==> config.mk <==
export PLATFORM = sky130hd
export DESIGN_NAME = elevator_request_latch
export DESIGN_NICKNAME = d
export VERILOG_FILES = /design/src/rtl/elevator_request_latch.sv
export SDC_FILE = /design/constraint.sdc
export NUM_CORES = 1
export LEC_CHECK = 0
export ABC_CLOCK_PERIOD_IN_PS = 2400
export CAP_MARGIN = 30
export CORE_AREA = 2 2 149 151
export DETAILED_ROUTE_END_ITERATION = 8
export DIE_AREA = 0 0 151 153
export DONT_BUFFER_PORTS = 1
export MAX_ROUTING_LAYER = met4
export PLACE_DENSITY = 0.81
export SYNTH_ARGS = -nofsm -noshare
export SYNTH_HDL_FRONTEND = slang
export SYNTH_SLANG_ARGS = --single-unit
==> constraint.sdc <==
create_clock -name CLOCK_50 -period 2.4 [get_ports CLOCK_50]
set_input_delay 0.48 -clock CLOCK_50 [delete_from_list [all_inputs] [get_ports CLOCK_50]]
set_output_delay 0.48 -clock CLOCK_50 [all_outputs]
set_load 0.05 [all_outputs]
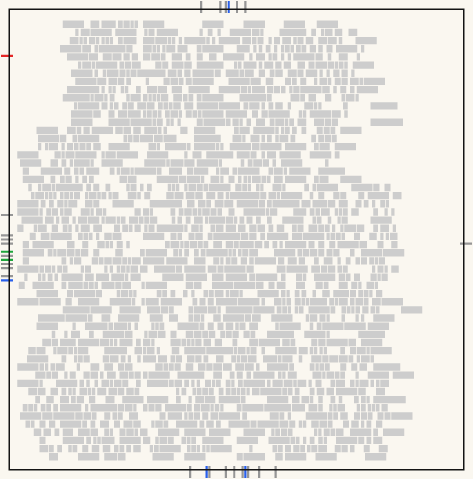
*Pin placement, run 1*
Scale: 3 px per um. Pins as bars across the die edge, other pins in grey.
port	colour	pins	direction	edge
CLOCK_50	red	1	input	west
clr_floor	green	2	input	west
cabin_req	blue	4	output	2 south, 1 north, 1 west
all pins by edge	12 west, 10 south, 6 north, 1 east
Port-buffer cells: 0
die width: 151 um

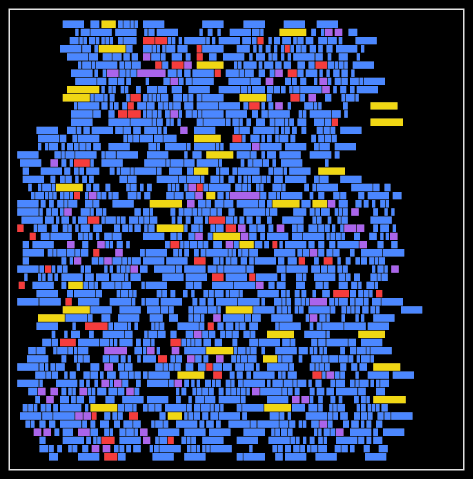
*Drive-strength map, run 1*
Scale: 3 px per um.
size	colour	cells	share
x2	red	53	3.5%
x1 and smaller	blue	1,365	89%
x6 and larger	yellow	35	2.3%
x3 and x4	purple	76	5.0%
worst setup margin: 0.118 ns
P&R area growth vs syn: 12.9%
Buffers, non-clock: 68

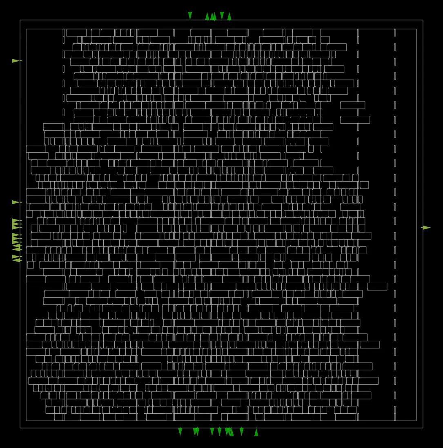
*Cell placement, run 1*
Seq Cell Count: 208
Core Region: 0.0215 mm^2

==> CHANGELOG.md, run 1 <==
### Metrics

* Leakage at between 4 and 5 nW
* Vias in the first global route at ~10,000
* Hold depth at 1
* Latency at later pin at 0.52 ns
* Syn Inst Count at 1,481
* Max_slew headroom at 41.4%
* Dpl cells at 1,768
* Number of flip-flops in the largest register at roughly 160
* Drt pass-1 iters at 5
* Synth Seq Share at 36.0%
* FMAX at 438 MHz
* Yosys cell count at approximately 1,500
* Mean Syn Cell Area at about 8 um^2
* Yosys synthesis chip area at 0.0116 mm^2
* Post-Synthesis Cell Area at roughly 0.012 mm^2
* Post-layout period usage at 95.1%
* Arr. time, crit path at 2.68 ns
* Most frequent logic cell in the layout: dfxtp_1
* Worst slew pin tran at 0.869 ns
* Setup WS pre-CTS at 0.0880 ns
* Status: finished, final reports clean
* Filler cells at 1,894
* CTS root buf: clkbuf_16
* Final setup viols at 0
* Htree depth at 1
* Pwr dens at 732 mW/mm^2
* Final Routed Wirelength at 28.3 mm
* Post-synth EDFFs at 0
* Startpoint Class: register
* Async SR Flop Fraction at 0%
* Total CTS buffers at 23
* Overflow left after global routing at 0
* Clock transition at path regs at roughly 0.060 ns
* Crit path kind: reg -> reg
* Final Hold Fails at 0
* Vias/cell at between 6 and 7
* Most frequent cells in the layout: dfxtp_1 (207), nor2_1 (168), nand2_1 (145)
* CTS Sinks at 208
* Drt first-iter violations at 927
## run 1: per-stage QoR
| stage | power [mW] | hold WS [ns] | util [%] | instance area [um^2] |
|---|---|---|---|---|
| 2_1_floorplan | 5.25 | 0.389 | - | 11600 |
| 3_3_place_gp | 5.71 | 0.394 | 56.7 | 12200 |
| 3_5_place_dp | 5.77 | 0.402 | 56.7 | 12200 |
| 4_1_cts | 9.59 | 0.0140 | 60.6 | 13000 |
| 5_1_grt | 10.0 | 0.0157 | 60.9 | 13100 |
| 6_report | 9.57 | 0.0308 | 60.9 | 13100 |
## run 1: Yosys cell counts, types with 9 or more instances
master      n  area (um^2)
nor4_1     23          144
o21ai_0    83          415
a22o_1      9         78.8
nor2_1    168          631
ha_1       26          325
nand2_1   145          544
a211oi_1   18          135
a31oi_1    36          225
or2_2      20          125
nor2b_1    19          119
or4_1      17          128
o311ai_0    9         78.8
inv_1      53          199
nand3_1    69          345
xor2_1     34          298
or3_1      17          106
a21oi_1   100          500
xnor2_1    22          193
clkbuf_1   50          188
dfxtp_1   208         4160
a21o_1     11         82.6
nor3_1     47          235
and3_1     33          206
and2_1     14         87.6
o21a_1     10         75.1
nand2b_1   11         68.8
and4_1     17          149
nand4_1    51          319
## run 1: layer usage
layer  up-vias  wire length, um  GRT usage [%]
met2       338            13600           39.6
met3        34             1430           2.96
li1       5540                -              -
met1      5311            12800           32.6
met5         -                0              -
met4         0              449           6.50
## run 1: cell families (layout without fill, tap and decap cells)
logic type	Yosys count	in the layout	share of synthesized area, %
and+or+nand+nor	678	678	29.9
buffers and inverters	114	162	3.88
AOI/OAI and AO/OA	388	388	22.3
DFF	208	208	36.0
xor gates and xnor gates	56	56	4.24
muxes	11	11	0.983
adders and majority gates	26	26	2.81
## run 1: repair_timing
action / 4_1_cts / 5_1_grt
hold buffers: 0 / 0
setup buffers: 0 / 1
gates resized: 0 / 13
setup endpoints to repair: 0 / 28
## run 1: area by class of cell
class,count,area [um^2],share of cell area [%]
multi-input cells,1159,7020,53.7
flip-flops and latches,208,4170,31.9
clock buffers,31,676,5.17
repair buffers,68,510,3.90
well taps,280,350,2.68
inverters,54,203,1.55
clock inverters,9,149,1.14
## run 1: where the power goes
part / internal (mW) / switching, mW
registers: 3.67 / 0.258
clock network: 2.39 / 1.43
logic: 0.672 / 1.15
total: 6.74 / 2.84
## run 1: critical path: stages, from the launching register on
cell and delay, ns:
dfxtp_1 0.33, or4_1 0.59, or3_4 0.43, o211ai_1 0.28, nand2_1 0.22, o21ai_0 0.23
a221oi_1 0.10
==> run 2, diff against run 1 <==
--- a/config.mk
+++ b/config.mk
@@ -7,9 +7,9 @@
 export LEC_CHECK = 0
 export ABC_CLOCK_PERIOD_IN_PS = 2400
 export CAP_MARGIN = 30
-export CORE_AREA = 2 2 149 151
+export CORE_AREA = 3 3 150 152
 export DETAILED_ROUTE_END_ITERATION = 8
-export DIE_AREA = 0 0 151 153
+export DIE_AREA = 0 0 153 155
 export DONT_BUFFER_PORTS = 1
 export MAX_ROUTING_LAYER = met4
 export PLACE_DENSITY = 0.81
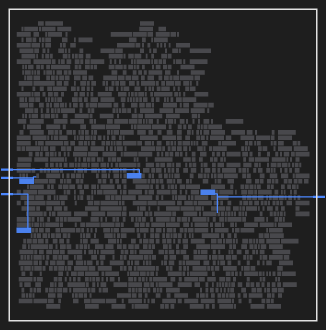
*Nets reached from selected ports, run 2*
Scale: 2 px per um.
port	colour	bits	direction	edge	end cells	buffers	wire
cabin_req	blue	4	output	3 west, 1 east	4	0	168 um
io pins: 29

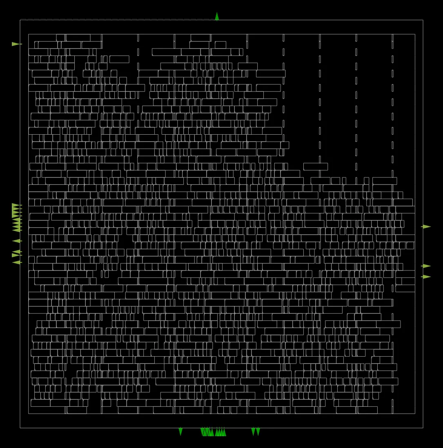
*Cell placement, run 2*
Filler cells: 1,835
Seq/total area: 31.9%
Core Region: 0.0212 mm^2

==> run 2 against run 1 <==
Combinational power hardly changed. Fmax is 0.39% lower. Clock-buffer cell count is 3 lower. Cell area hardly changed. Setup slack worse by 0.0089 ns. Critical endpoint is now cnt_q[0][44]$_SDFFE_PP0P_. Largest cell class unchanged. Largest power group unchanged.
==> CHANGELOG.md, run 2 <==
### Metrics

* Drt pass-1 iters at 5
* CTS root buf: clkbuf_16
* Max_slew headroom at 50.1%
* Async SR Flop Fraction at 0%
* Setup WS pre-CTS at 0.0156 ns
* P&R area growth vs syn at 12.9%
* Synth Seq Share at 36.0%
* Startpoint Class: register
* Final Routed Wirelength at between 20 and 30 mm
* Post-synth top cells: dfxtp_1 (208), nor2_1 (168), nand2_1 (145)
* Vias/cell at a little over 6
* Number of flip-flops in the largest register at around 160
* # DRC at 0
* Post-synth top area cell: dfxtp_1
* Area after DPL at 0.0122 mm^2
* Post-CTS Hold Fix Bufs at 0
* Vias in the first global route at between 10,000 and 15,000
* Leakage at 4.58 nW
* Synth top cell by count: dfxtp_1
* Largest type area fraction at 36.0%
* Post-synth EDFFs at 0
* Final TNS setup at 0 ns
* Final setup viols at 0
* Power Total at 9.60 mW
* Clock transition at path regs at 0.06 ns
* Arr. time, crit path at 2.73 ns
* Total CTS buffers at 23
* Post-layout period usage at 95.4%
* Port-buffer cells at 0
* Htree depth at 1
* Worst slew pin tran at between 0.7 and 0.8 ns
* Hold depth at 1
* Most frequent logic cell in the layout: dfxtp_1
* Overflow left after global routing at 0
* FMAX at approximately 440 MHz
* Latency at later pin at 0.51 ns
* Status: finished, final reports clean
* Yosys synthesis chip area at 0.0116 mm^2
* CTS Sinks at 208
* Mean Syn Cell Area at 7.82 um^2
* Worst setup margin at ~0.11 ns
* Post-Synthesis Cell Area at 0.0116 mm^2
* Final Hold Fails at 0
* Crit path kind: reg -> reg
* Syn Inst Count at 1,481
* Most frequent cells in the layout: dfxtp_1 (208), nor2_1 (168), nand2_1 (144)
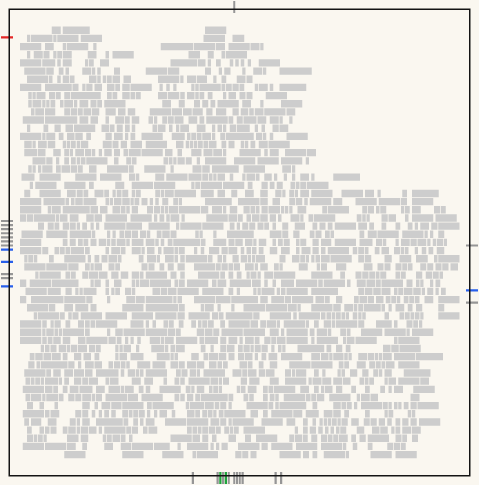
*Pin placement, run 2*
Scale: 3 px per um. Pins as bars across the die edge, other pins in grey.
port	colour	pins	direction	edge
clr_floor	green	2	input	south
CLOCK_50	red	1	input	west
cabin_req	blue	4	output	3 west, 1 east
all pins by edge	13 west, 12 south, 3 east, 1 north
Die H: 155 um
die width: 153 um

## run 2: cell types whose count changed in the layout (fill, tap and decap cells not counted), sizes merged
cell    previous run  this run
buf               68        65
bufinv             4         5
clkbuf            31        28
clkinv             5         8
inv               54        55
## run 2: power breakdown
part | switching (mW) | total (mW) | leakage [nW] | internal (mW)
sequential | 0.263 | 3.93 | 1.69 | 3.67
combinational | 1.17 | 1.85 | 2.49 | 0.687
clock | 1.44 | 3.81 | 0.409 | 2.37
## run 2: cells by family (layout without fill, tap and decap cells)
| group | after synthesis | in the layout | synth area share [%] |
|---|---|---|---|
| AND-OR/OR-AND | 388 | 388 | 22.3 |
| buffers and inverters | 114 | 161 | 3.88 |
| adder cells (fa/ha/maj) | 26 | 26 | 2.81 |
| XOR/XNOR | 56 | 56 | 4.24 |
| multiplexers | 11 | 11 | 0.983 |
| flip-flops | 208 | 208 | 36.0 |
| AND/OR/NAND/NOR | 678 | 678 | 29.9 |
## run 2: layout make-up
cell class | count | area [um^2]
fillers | 1835 | 8080
multi-input cells | 1159 | 7030
flip-flops and latches | 208 | 4160
clock buffers | 28 | 614
repair buffers | 65 | 504
well taps | 275 | 344
clock inverters | 14 | 210
inverters | 54 | 203
## run 2: worst max-delay path, stage by stage, from the launching register on
cell     delay (ns)
dfxtp_1        0.44
ha_1           0.29
nor2b_1        0.36
a21oi_1        0.12
or2_2          0.35
or4_1          0.52
o22ai_1        0.15
## run 2: repair_timing
action / 4_1_cts / 5_1_grt
buffers inserted: 0 / 1
pin swaps: 0 / 2
gates resized: 2 / 15
endpoints found under the setup margin: 2 / 31
## run 2: metal layers
metal / routed length (um) / vias to the layer above / track usage (%)
met1: 12400 / 5289 / 29.4
met4: 528 / 0 / 6.62
li1: - / 5528 / -
met3: 1820 / 51 / 4.03
met5: 0 / - / -
met2: 13400 / 374 / 39.9
## run 2: metrics by stage
step,utilization [%],hold WS (ns),std cells
after floorplan,-,0.389,1481
after global placement,57.5,0.400,1760
after detailed placement,57.5,0.405,1760
after CTS,61.5,0.0212,1802
after global routing,61.8,0.0224,1803
final,61.8,0.0400,1803
Power figures rest on the tool's default switching activity, not on a simulated workload.
